===== src/rtl/ppa_pkg.sv =====
// ppa_pkg: prefix-network types and elaboration-time helpers shared by the adder pipeline.
package ppa_pkg;

    typedef enum logic [1:0] {ARCH_KSA, ARCH_SKL, ARCH_BK} arch_e;

    typedef struct packed {
        logic g;
        logic p;
    } gp_t;

    function automatic int prefix_levels(arch_e arch, int width);
        return (arch == ARCH_BK) ? 2 * $clog2(width) - 1 : $clog2(width);
    endfunction

    function automatic int reg_after_level(int k, int stages, int levels);
        return (k * levels) / stages;
    endfunction

    function automatic logic has_reg(int level, int stages, int levels);
        for (int k = 1; k < stages; k++)
            if (reg_after_level(k, stages, levels) == level) return 1'b1;
        return 1'b0;
    endfunction

    // Bit whose (G,P) bit i absorbs at a level, or -1 when bit i passes through.
    function automatic int partner(arch_e arch, int lvl, int i, int width);
        int l0;
        int d;
        l0 = $clog2(width);
        if (arch == ARCH_KSA) return (i >= (1 << lvl)) ? i - (1 << lvl) : -1;
        if (arch == ARCH_SKL) return (((i >> lvl) & 1) == 1) ? ((i >> lvl) << lvl) - 1 : -1;
        if (lvl < l0) return (((i + 1) % (1 << (lvl + 1))) == 0) ? i - (1 << lvl) : -1;
        d = 2 * l0 - 2 - lvl;
        return (((i + 1) % (1 << (d + 1))) == (1 << d) && i >= (1 << (d + 1))) ? i - (1 << d) : -1;
    endfunction

endpackage


===== src/rtl/ppa_level.sv =====
// ppa_level: one combinational (G,P) combine level of the selected prefix network.
module ppa_level
    import ppa_pkg::*;
#(
    parameter int    WIDTH = 74,
    parameter arch_e ARCH  = ARCH_KSA,
    parameter int    LEVEL = 0
) (
    input  gp_t [WIDTH-1:0] x,
    output gp_t [WIDTH-1:0] y
);

    for (genvar i = 0; i < WIDTH; i++) begin : g_bit
        localparam int J = partner(ARCH, LEVEL, i, WIDTH);
        if (J >= 0) begin : g_op
            assign y[i].g = x[i].g | (x[i].p & x[J].g);
            assign y[i].p = x[i].p & x[J].p;
        end else begin : g_pass
            assign y[i] = x[i];
        end
    end

endmodule


===== src/rtl/ppa_add_pipe.sv =====
// ppa_add_pipe: pipelined parallel-prefix adder/subtractor with a single global stall enable.
module ppa_add_pipe
    import ppa_pkg::*;
#(
    parameter int    WIDTH  = 74,
    parameter int    STAGES = 2,
    parameter arch_e ARCH   = ARCH_KSA
) (
    input  logic             clk,
    input  logic             rst_n,
    input  logic             in_valid,
    output logic             in_ready,
    input  logic [WIDTH-1:0] in1,
    input  logic [WIDTH-1:0] in2,
    input  logic             cin,
    input  logic             sub,
    output logic             out_valid,
    input  logic             out_ready,
    output logic [WIDTH-1:0] res,
    output logic             carry
);

    localparam int L = prefix_levels(ARCH, WIDTH);

    logic             en;
    logic             c0;
    logic             p_unused;
    logic [WIDTH-1:0] b_eff;
    logic [WIDTH-1:0] pre_p;
    logic [WIDTH-1:0] pre_g;
    logic [WIDTH-1:0] gv;
    logic [WIDTH-1:0] sum;
    gp_t  [WIDTH-1:0] pre_gp;

    assign en       = out_ready | ~out_valid;
    assign in_ready = en;
    assign b_eff    = sub ? ~in2 : in2;
    assign c0       = sub | cin;
    assign pre_p    = in1 ^ b_eff;
    assign pre_g    = in1 & b_eff;

    // Carry-in is absorbed into bit 0's generate so the prefix spans only WIDTH bits.
    always_comb begin
        for (int i = 0; i < WIDTH; i++) begin
            pre_gp[i].g = pre_g[i];
            pre_gp[i].p = pre_p[i];
        end
        pre_gp[0].g = pre_g[0] | (pre_p[0] & c0);
    end

    for (genvar b = 0; b <= L; b++) begin : bnd
        gp_t  [WIDTH-1:0] gp_d;
        gp_t  [WIDTH-1:0] gp_q;
        logic [WIDTH-1:0] bp_d;
        logic [WIDTH-1:0] bp_q;
        logic             ci_d;
        logic             ci_q;
        logic             v_d;
        logic             v_q;
        if (b == 0) begin : g_src
            assign gp_d = pre_gp;
            assign bp_d = pre_p;
            assign ci_d = c0;
            assign v_d  = in_valid;
        end else begin : g_lvl
            ppa_level #(
                .WIDTH(WIDTH),
                .ARCH (ARCH),
                .LEVEL(b - 1)
            ) u_level (
                .x(bnd[b-1].gp_q),
                .y(gp_d)
            );
            assign bp_d = bnd[b-1].bp_q;
            assign ci_d = bnd[b-1].ci_q;
            assign v_d  = bnd[b-1].v_q;
        end
        if (has_reg(b, STAGES, L)) begin : g_reg
            always_ff @(posedge clk or negedge rst_n) begin
                if (!rst_n) begin
                    gp_q <= '0;
                    bp_q <= '0;
                    ci_q <= 1'b0;
                    v_q  <= 1'b0;
                end else if (en) begin
                    gp_q <= gp_d;
                    bp_q <= bp_d;
                    ci_q <= ci_d;
                    v_q  <= v_d;
                end
            end
        end else begin : g_wire
            assign gp_q = gp_d;
            assign bp_q = bp_d;
            assign ci_q = ci_d;
            assign v_q  = v_d;
        end
    end

    // Group propagates are consumed inside the network only; the final ones are dead.
    always_comb begin
        p_unused = 1'b0;
        for (int i = 0; i < WIDTH; i++) begin
            gv[i]    = bnd[L].gp_q[i].g;
            p_unused = p_unused ^ bnd[L].gp_q[i].p;
        end
    end

    assign sum = bnd[L].bp_q ^ {gv[WIDTH-2:0], bnd[L].ci_q};

    always_ff @(posedge clk or negedge rst_n) begin
        if (!rst_n) begin
            out_valid <= 1'b0;
            res       <= '0;
            carry     <= 1'b0;
        end else if (en) begin
            out_valid <= bnd[L].v_q;
            res       <= sum;
            carry     <= gv[WIDTH-1];
        end
    end

endmodule


===== config.mk =====
export PLATFORM = sky130hd
export DESIGN_NAME = ppa_add_pipe
export DESIGN_NICKNAME = d
export VERILOG_FILES = /design/src/rtl/ppa_pkg.sv /design/src/rtl/ppa_level.sv /design/src/rtl/ppa_add_pipe.sv
export SDC_FILE = /design/constraint.sdc
export NUM_CORES = 1
export LEC_CHECK = 0
export CAP_MARGIN = 10
export CELL_PAD_IN_SITES_DETAIL_PLACEMENT = 1
export CELL_PAD_IN_SITES_GLOBAL_PLACEMENT = 2
export CORE_ASPECT_RATIO = 0.5
export CORE_UTILIZATION = 40
export CTS_BUF_LIST = sky130_fd_sc_hd__clkbuf_2
export CTS_CLUSTER_DIAMETER = 60
export DETAILED_ROUTE_END_ITERATION = 7
export PLACE_DENSITY = 0.88
export SYNTH_ARGS = -nofsm -noshare
export SYNTH_HDL_FRONTEND = slang
export SYNTH_HIERARCHICAL = 1
export SYNTH_SLANG_ARGS = --single-unit

===== constraint.sdc =====
create_clock -name clk -period 1.8 [get_ports clk]
set_input_delay 0.36 -clock clk [delete_from_list [all_inputs] [get_ports clk]]
set_output_delay 0.36 -clock clk [all_outputs]
set_load 0.01 [all_outputs]

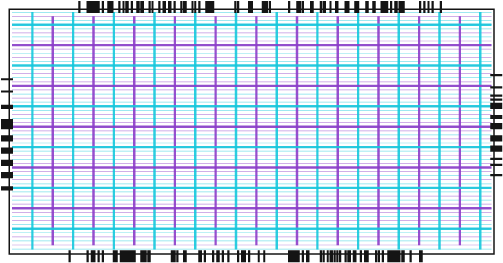
**Above:** power grid.
Scale: 1.5 px per um. Pins as bars on the die edge.
[cyan] VSS
[purple] VDD
met1 rails: 59
met4 straps: 23

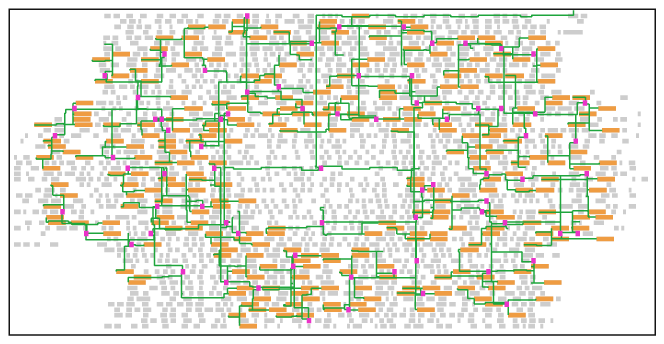
**Above:** clock distribution.
Scale: 2 px per um.
[green] clock wires | length: 5210 um
[orange] flip-flops | count: 292
[magenta] clock-net drivers | count: 74
routed clock nets: 75

==> per-stage QoR <==
stage / TNS [ns] / util, %
2_1_floorplan: -34.80 / -
3_3_place_gp: -86.35 / 46.45
3_5_place_dp: -89.65 / 46.45
4_1_cts: -11.33 / 47.83
5_1_grt: -11.70 / 48.59
6_report: -3.753 / 48.59
==> where the power goes <==
group | internal (W) | switching (W) | total (W)
clock | 0.00178 | 0.00299 | 0.00477
sequential | 0.00824 | 0.00145 | 0.00969
combinational | 0.00689 | 0.00513 | 0.0120
==> routing by layer <==
layer,routed length (um),global-route usage [%]
met2,27880,36.90
met5,0,0
met1,32180,37.56
met3,3510,4.202
met4,892,4.957
==> flip-flops by register name, indices dropped and copies added (netlist names) <==
| register | flops |
|---|---|
| out_valid | 1 |
| res | 74 |
| carry | 1 |
| bnd.v_q | 1 |
| bnd.ci_q | 1 |
| bnd.bp_q | 74 |
| bnd.gp_q | 140 |
==> repair_timing <==
action | CTS | global route
pin swaps | 4 | 25
gates cloned | 0 | 3
setup buffers | 44 | 29
hold endpoints to repair | 294 | 0
hold buffers | 5 | 0
setup endpoints to repair | 81 | 102
gates resized | 322 | 37
==> final timing paths <==
kind                       slack (ns)  cells past startpoint            start               to
max                             -0.15                      2        out_valid         in_ready
min                              0.12                      3              cin      bnd[3].ci_q
max reg2reg                     -0.04                      6  bnd[3].gp_q[46]          res[72]
min reg2reg                      0.47                      1       bnd[3].v_q        out_valid
max in group asynchronous        0.80                      4            rst_n          res[51]
min in group asynchronous        0.62                      4            rst_n  bnd[3].gp_q[36]
==> cell type report <==
type                       instances  area [um2]
fill                            5424       25930
multi-input combinational       1228       11700
sequential                       292        7327
timing repair buffer             447        3993
tap                              690       863.3
clock buffer                     102       510.5
clock inverter                    16       113.9
antenna                            1       2.502
==> impl_metrics.ini <==
; synthesis and place-and-route metrics
[setup_path]
worstPathArrival_ns = 1.59
cp_slowest_cell = dfrtp_1
crit_path_max_incr_delay_ns = 0.43
crit_buf_inv = 1
cp-end-kind = output pin
cp.required_ns = 1.44
worstPathCellList = nand2b_4 -> buf_6
startpoint_type = flip-flop
cp_top_family = flip-flops
path_class = reg -> out
path_max_fanout = 3

[layout]
nets = 2271
syn2layout_area_growth_pct = 19.50
drive_above_1_share_pct = 37.89
lay_top_count = a21o_1
layout.cells.non_filler = 2776
final_layout_top_logic_cells = a21o_1 (386), mux2_4 (281), dfrtp_1 (276)
design_area_um2 = 24510

[route]
drc = 0
via_per_inst = 5.107
wire_per_inst_um = 23.22
firstDrtPassIters = 5
drtIter0Drc = 853
vias = 14176
antenna_left = 0
finalWirelength_mm = 64.47

[synth]
avgSynthCellArea_um2 = 12.14
synthCells = 1690
yosys_warnings = 6
synth_area_um2 = 20510
synth_nets = 1918

[placed_design]
dp.cells = 2578
dp_slack_ns = -0.5535
dp_hpwl_mm = 50.60
placed_cell_area_um2 = 23430
io_buffers = 230
gp_congestion = 0.9583

[sta]
hold_violations = 0
max-slew-margin-rel_pct = 70.85
finalClockPeriodUsage_pct = 108.3
setup_viol = 82
whs_ns = 0.1238
period_needed_ns = 1.950
fin_worst_skew_ns = 0.07134
fmax_mhz = 512.8
post-route-worst-setup-slack_ns = -0.1501
worstMarginPinSlew_ns = 0.4372
rsz0062_at_grt = yes
slew_violations = 0

[floorplan]
die.size.y_um = 162.1
core_area_um2 = 50440
die-area_um2 = 52240
rows = 58
dieWidth_um = 322.2
fp-utilization_pct = 40.66
ios = 231

[clocking]
cts_tree = built
cts_buffers = 74
cts.sinks = 292
cts-root-buf = clkbuf_2
h-tree-depth = 3
cts.clk_slew.worst_paths_ns = 0.08
clock.latency.late_pin_ns = 0.99
clock_path_buffers = 3

[global_routing]
grt_pass1_vias = 15457
track_usage_pct = 24.83
grt_pass1_wl_mm = 97.87
grt_max_degree = 50
grt_overflow = 0
antenna_found_initial = 1

[outcome]
failed_checks = setup timing
status = complete, but fails checks

[flow_run]
log.warning_count = 30
max_cap_viol_count = 0

[worst_hold_path]
hold_path_class = in -> reg

[power_and_ir_drop]
peakVddDrop_uv = 425.3
power_leakage_nw = 13.99
p_per_area_nw_per_um2 = 1081
p_total_w = 0.02648
Power is estimated from default activity; no workload was simulated.
